`config.mk`:
```
export PLATFORM = sky130hd
export DESIGN_NAME = mm_cdr_multilane
export DESIGN_NICKNAME = d
export VERILOG_FILES = /design/src/rtl/mm_cdr_multilane.sv
export SDC_FILE = /design/constraint.sdc
export NUM_CORES = 1
export LEC_CHECK = 0
export CELL_PAD_IN_SITES_DETAIL_PLACEMENT = 0
export CELL_PAD_IN_SITES_GLOBAL_PLACEMENT = 1
export CORE_AREA = 10 10 147 149
export CTS_CLUSTER_DIAMETER = 120
export CTS_CLUSTER_SIZE = 16
export DETAILED_ROUTE_END_ITERATION = 16
export DIE_AREA = 0 0 157 159
export DONT_BUFFER_PORTS = 1
export MAX_ROUTING_LAYER = met4
export PLACE_DENSITY = 0.79
export SYNTH_ARGS = -nofsm -noshare
export SYNTH_HDL_FRONTEND = slang
export SYNTH_SLANG_ARGS = --single-unit
export TNS_END_PERCENT = 5
```
`constraint.sdc`:
```
create_clock -name clk -period 8.9 [get_ports clk]
set_input_delay 1.335 -clock clk [delete_from_list [all_inputs] [get_ports clk]]
set_output_delay 1.335 -clock clk [all_outputs]
set_load 0.05 [all_outputs]
```
`src/rtl/mm_cdr_multilane.sv`:
```
// rtl/mm_cdr_multilane.sv - parallel-lane Mueller-Muller CDR loop driving the PI code
// Optional lock detector built when MM_CDR_LOCK_DET_EN is defined.
module mm_cdr_multilane #(
  parameter int adc_bits    = 8,
  parameter int num_lanes   = 4,
  parameter int pi_ctl_bits = 8,
  parameter int pi_ctl_init = 0,
  parameter int filt_shift  = 8,
  parameter int lock_thresh = 16,
  parameter int lock_count  = 64
) (
  input  logic                          clk,
  input  logic                          rst,
  input  logic                          in_valid,
  input  logic [num_lanes*adc_bits-1:0] data_i,
  input  logic [4:0]                    kp_shift,
  input  logic [4:0]                    ki_shift,
  input  logic                          freeze,
  input  logic                          ext_load,
  input  logic [pi_ctl_bits-1:0]        ext_val,
  output logic [pi_ctl_bits-1:0]        pi_ctl,
  output logic                          lock
);

  localparam int W  = pi_ctl_bits + filt_shift;
  localparam int TW = adc_bits + 1;
  localparam int PW = adc_bits + 2;
  localparam int SW = adc_bits + 2 + $clog2(num_lanes);

  logic signed [adc_bits-1:0] hist_data;
  logic signed [1:0]          hist_val;
  logic signed [adc_bits-1:0] samp [num_lanes+1];
  logic signed [1:0]          sval [num_lanes+1];
  logic signed [PW-1:0]       pd_lane;
  logic signed [SW-1:0]       pd_acc;
  logic signed [SW-1:0]       pd_sum;
  logic                       s1_valid;

  logic [W-1:0]        phase_full;
  logic signed [W-1:0] freq_full;
  logic signed [W-1:0] err, kp_term, ki_term, freq_next;
  logic signed [W:0]   fsum;
  logic [W-1:0]        phase_next;

  // val is +1/-1 from the slicer, but 0 for the history right after reset
  function automatic logic signed [TW-1:0] slice_mul(input logic signed [adc_bits-1:0] d,
                                                     input logic signed [1:0] v);
    logic signed [TW-1:0] dx;
    dx = TW'(d);
    if (v == 2'sb00)
      slice_mul = '0;
    else if (v[1])
      slice_mul = -dx;
    else
      slice_mul = dx;
  endfunction

  function automatic logic signed [W-1:0] sra(input logic signed [W-1:0] x, input logic [4:0] sh);
    if ({27'b0, sh} >= W)
      sra = {W{x[W-1]}};
    else
      sra = x >>> sh;
  endfunction

  always_comb begin
    samp[0] = hist_data;
    sval[0] = hist_val;
    for (int k = 0; k < num_lanes; k++) begin
      samp[k+1] = data_i[k*adc_bits +: adc_bits];
      sval[k+1] = ($signed(data_i[k*adc_bits +: adc_bits]) > 0) ? 2'sb01 : 2'sb11;
    end
  end

  always_comb begin
    pd_lane = '0;
    pd_acc  = '0;
    for (int k = 0; k < num_lanes; k++) begin
      pd_lane = PW'(slice_mul(samp[k], sval[k+1])) - PW'(slice_mul(samp[k+1], sval[k]));
      pd_acc  = pd_acc + SW'(pd_lane);
    end
  end

  always_ff @(posedge clk) begin
    if (rst) begin
      pd_sum    <= '0;
      s1_valid  <= 1'b0;
      hist_data <= '0;
      hist_val  <= '0;
    end else begin
      s1_valid <= in_valid;
      if (in_valid) begin
        pd_sum    <= pd_acc;
        hist_data <= samp[num_lanes];
        hist_val  <= sval[num_lanes];
      end
    end
  end

  always_comb begin
    err     = -(W'(pd_sum));
    kp_term = sra(err, kp_shift);
    ki_term = sra(err, ki_shift);
    fsum    = (W+1)'(freq_full) + (W+1)'(ki_term);
    if (fsum[W] != fsum[W-1])
      freq_next = fsum[W] ? {1'b1, {(W-1){1'b0}}} : {1'b0, {(W-1){1'b1}}};
    else
      freq_next = fsum[W-1:0];
    // proportional path uses the pre-update integrator value
    phase_next = phase_full + $unsigned(kp_term) + $unsigned(freq_full);
  end

  always_ff @(posedge clk) begin
    if (rst) begin
      phase_full <= W'(pi_ctl_init) << filt_shift;
      freq_full  <= '0;
    end else if (ext_load) begin
      phase_full <= W'(ext_val) << filt_shift;
    end else if (s1_valid && !freeze) begin
      phase_full <= phase_next;
      freq_full  <= freq_next;
    end
  end

  assign pi_ctl = phase_full[W-1:filt_shift];

`ifdef MM_CDR_LOCK_DET_EN
  localparam int CW = $clog2(lock_count + 1);

  logic [CW-1:0] lock_cnt, cnt_next;
  logic [SW-1:0] pd_abs;
  logic          quiet;

  always_comb begin
    pd_abs   = pd_sum[SW-1] ? $unsigned(-pd_sum) : $unsigned(pd_sum);
    quiet    = (pd_abs <= SW'(lock_thresh));
    cnt_next = lock_cnt;
    if (s1_valid) begin
      if (!quiet)
        cnt_next = '0;
      else if (lock_cnt != CW'(lock_count))
        cnt_next = lock_cnt + 1'b1;
    end
  end

  always_ff @(posedge clk) begin
    if (rst) begin
      lock_cnt <= '0;
      lock     <= 1'b0;
    end else begin
      lock_cnt <= cnt_next;
      lock     <= (cnt_next == CW'(lock_count));
    end
  end
`else
  assign lock = 1'b0;
`endif

endmodule

```
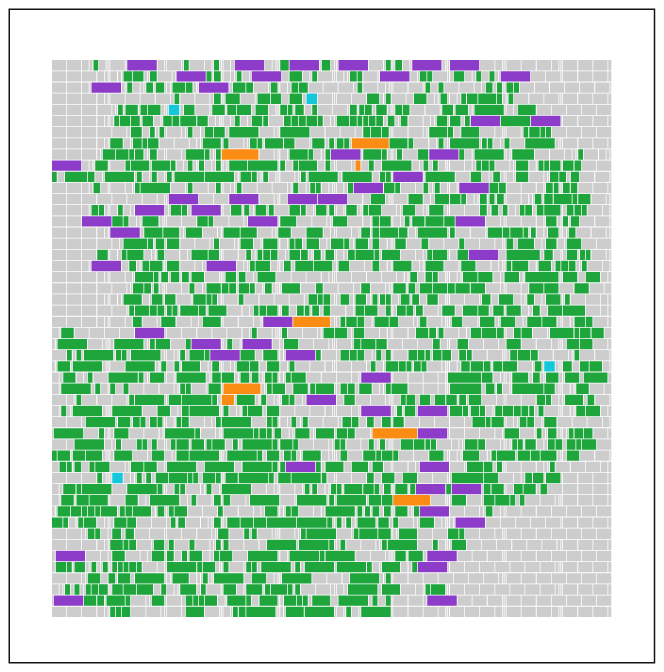
**Above:** placement by cell class.
Fill, decap, tap and diode cells in gray.
color	class	cells	share of their area
orange	clock drivers and dummy loads	8	1.9%
green	remaining logic cells	1034	86%
purple	registers	55	12%
cyan	remaining buffers and delay cells	4	0.33%

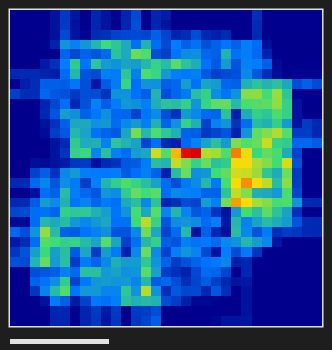
**Above:** wiring heat map.
Bar = 50 µm. The die is cut into 31 by 32 equal tiles; dark blue is low, red is high, scaled to the fullest tile. Values are wire area over tile area, all layers added.
tiles over half the peak	8.9%
nearly empty tiles	24%
emptiest ninth of the die	south-east
via count: 7687
Routed WL: 23500 µm

==> flow_summary.ini <==
; synthesis and place-and-route metrics
[clocking]
clk_latency_ns = 0.31
numCtsBuffers = 5
cts_num_sinks = 55
clock-root-buffer = clkbuf_16

[sta]
worstMarginPinSlew_ns = 0.984
fin_crit_ns = 7.09
final_max_slew_viol_count = 0
fmax_mhz = 141
rsz0062_at_grt = false
timing.slew.headroom_pct = 34.2
hold_violations = 0

[run]
drv_cap = 0

[floorplan]
die_h_um = 159
die_area_um2 = 25000
coreArea_um2 = 18600

[synthesis]
ys_sh_simple_pct = 15.6
postSynthCellCount = 1162
adder_share_pct = 25.4

[power]
clkPwrFrac_pct = 6.6

[global_route]
grt_max_degree = 52

[outcome]
status = finished, final reports clean

[setup_path]
cp_max_fo = 18

[layout]
final_common_cell = inv_1
num_antenna_cells = 0
synthToLayoutAreaGrowth_pct = 1.51

[routing]
drc_errors = 0
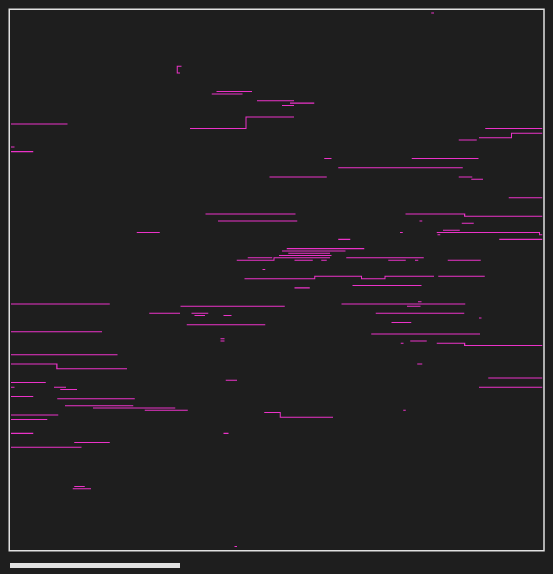
**Above:** the metal 3 layer.
Bar = 50 µm.
longest straight run	36.3 µm
main direction	horizontal
nets with wire on the layer	71
share of all routed wire	5.1%
met3 Usage GRT: 2.89%

[per-stage QoR]
step / hold WS (ns) / setup slack (ns) / util [%] / instance area, µm² / instances
CTS: 0.459 / 1.82 / 50.1 / 9310 / 1335
detailed placement: 0.447 / 1.47 / 49.2 / 9150 / 1327
global placement: 0.440 / 1.56 / 49.2 / 9150 / 1327
floorplan: 0.432 / 1.89 / - / 9180 / 1162
finish: 0.456 / 1.81 / 50.1 / 9310 / 1335
global route: 0.485 / 1.41 / 50.1 / 9310 / 1335
[synth_stat cells (8+ instances only)]
cell	instances	area, µm²
nor2b_1	11	68.8
maj3_2	9	101
mux2i_1	52	521
nand3_1	14	70.1
a21oi_1	83	415
o21ai_0	40	200
inv_1	157	589
fa_1	75	1500
nor3b_1	9	67.6
dfxtp_1	55	1100
a31oi_1	8	50.1
a21o_1	14	105
buf_4	9	67.6
nor3_1	25	125
nor2_1	124	465
xnor2_1	59	517
nand2b_1	9	56.3
o211ai_1	11	82.6
ha_1	53	663
mux2_2	9	101
a211oi_1	36	270
clkbuf_1	46	173
xor2_1	26	228
o21ai_1	11	55.1
nand2_1	61	229
[flip-flops by register name (all words and copies together), names as in the netlist]
register    flops
freq_full      16
phase_full     16
pd_sum         12
hist_data       8
hist_val        2
s1_valid        1
[final cells by class]
| class | instances | area (µm²) |
|---|---|---|
| inverter | 161 | 604 |
| multi-input combinational | 873 | 7120 |
| fill | 1834 | 9270 |
| sequential | 55 | 1100 |
| tap | 234 | 293 |
| timing repair buffer | 4 | 30.0 |
| clock inverter | 2 | 38.8 |
| clock buffer | 6 | 129 |
[worst max path at each step]
stage | start | end | slack (ns) | cells after the start
after detailed placement | data_i[0] | pd_sum[11] | 1.47 | 21
after CTS | data_i[0] | pd_sum[11] | 1.82 | 21
final | data_i[0] | pd_sum[11] | 1.81 | 21
after global placement | data_i[0] | pd_sum[11] | 1.56 | 21
after floorplan | data_i[0] | pd_sum[11] | 1.89 | 22
after global routing | data_i[0] | pd_sum[11] | 1.41 | 21
[metal layers]
layer / wire (µm) / vias to the layer above / track usage, %
met3: 1190 / 29 / 2.89
met2: 10600 / 155 / 29.8
li1: - / 3840 / -
met4: 456 / 0 / 5.15
met1: 11200 / 3663 / 27.4
met5: 0 / - / -
[critical path, cell delays in order]
cell,delay (ns)
inv_1,0.04
ha_1,0.22
nand2_1,0.10
or3_1,0.36
or3_1,0.32
ha_1,0.44
mux2_2,0.39
fa_1,0.48
fa_1,0.52
fa_1,0.52
fa_1,0.54
inv_1,0.04
ha_1,0.21
fa_1,0.40
a21o_1,0.17
a21oi_1,0.20
o21bai_1,0.11
a2111o_1,0.45
nand4_1,0.13
nand3_1,0.08
a311oi_1,0.25
[power by group through the flow]
stage                     combinational [mW]  sequential (mW)  clock (mW)
after CTS                               3.05            0.355       0.248
after global routing                    3.47            0.362       0.257
after detailed placement                3.03            0.360           0
after global placement                  3.01            0.361           0
final                                   3.04            0.354       0.240
after floorplan                         2.52            0.312           0
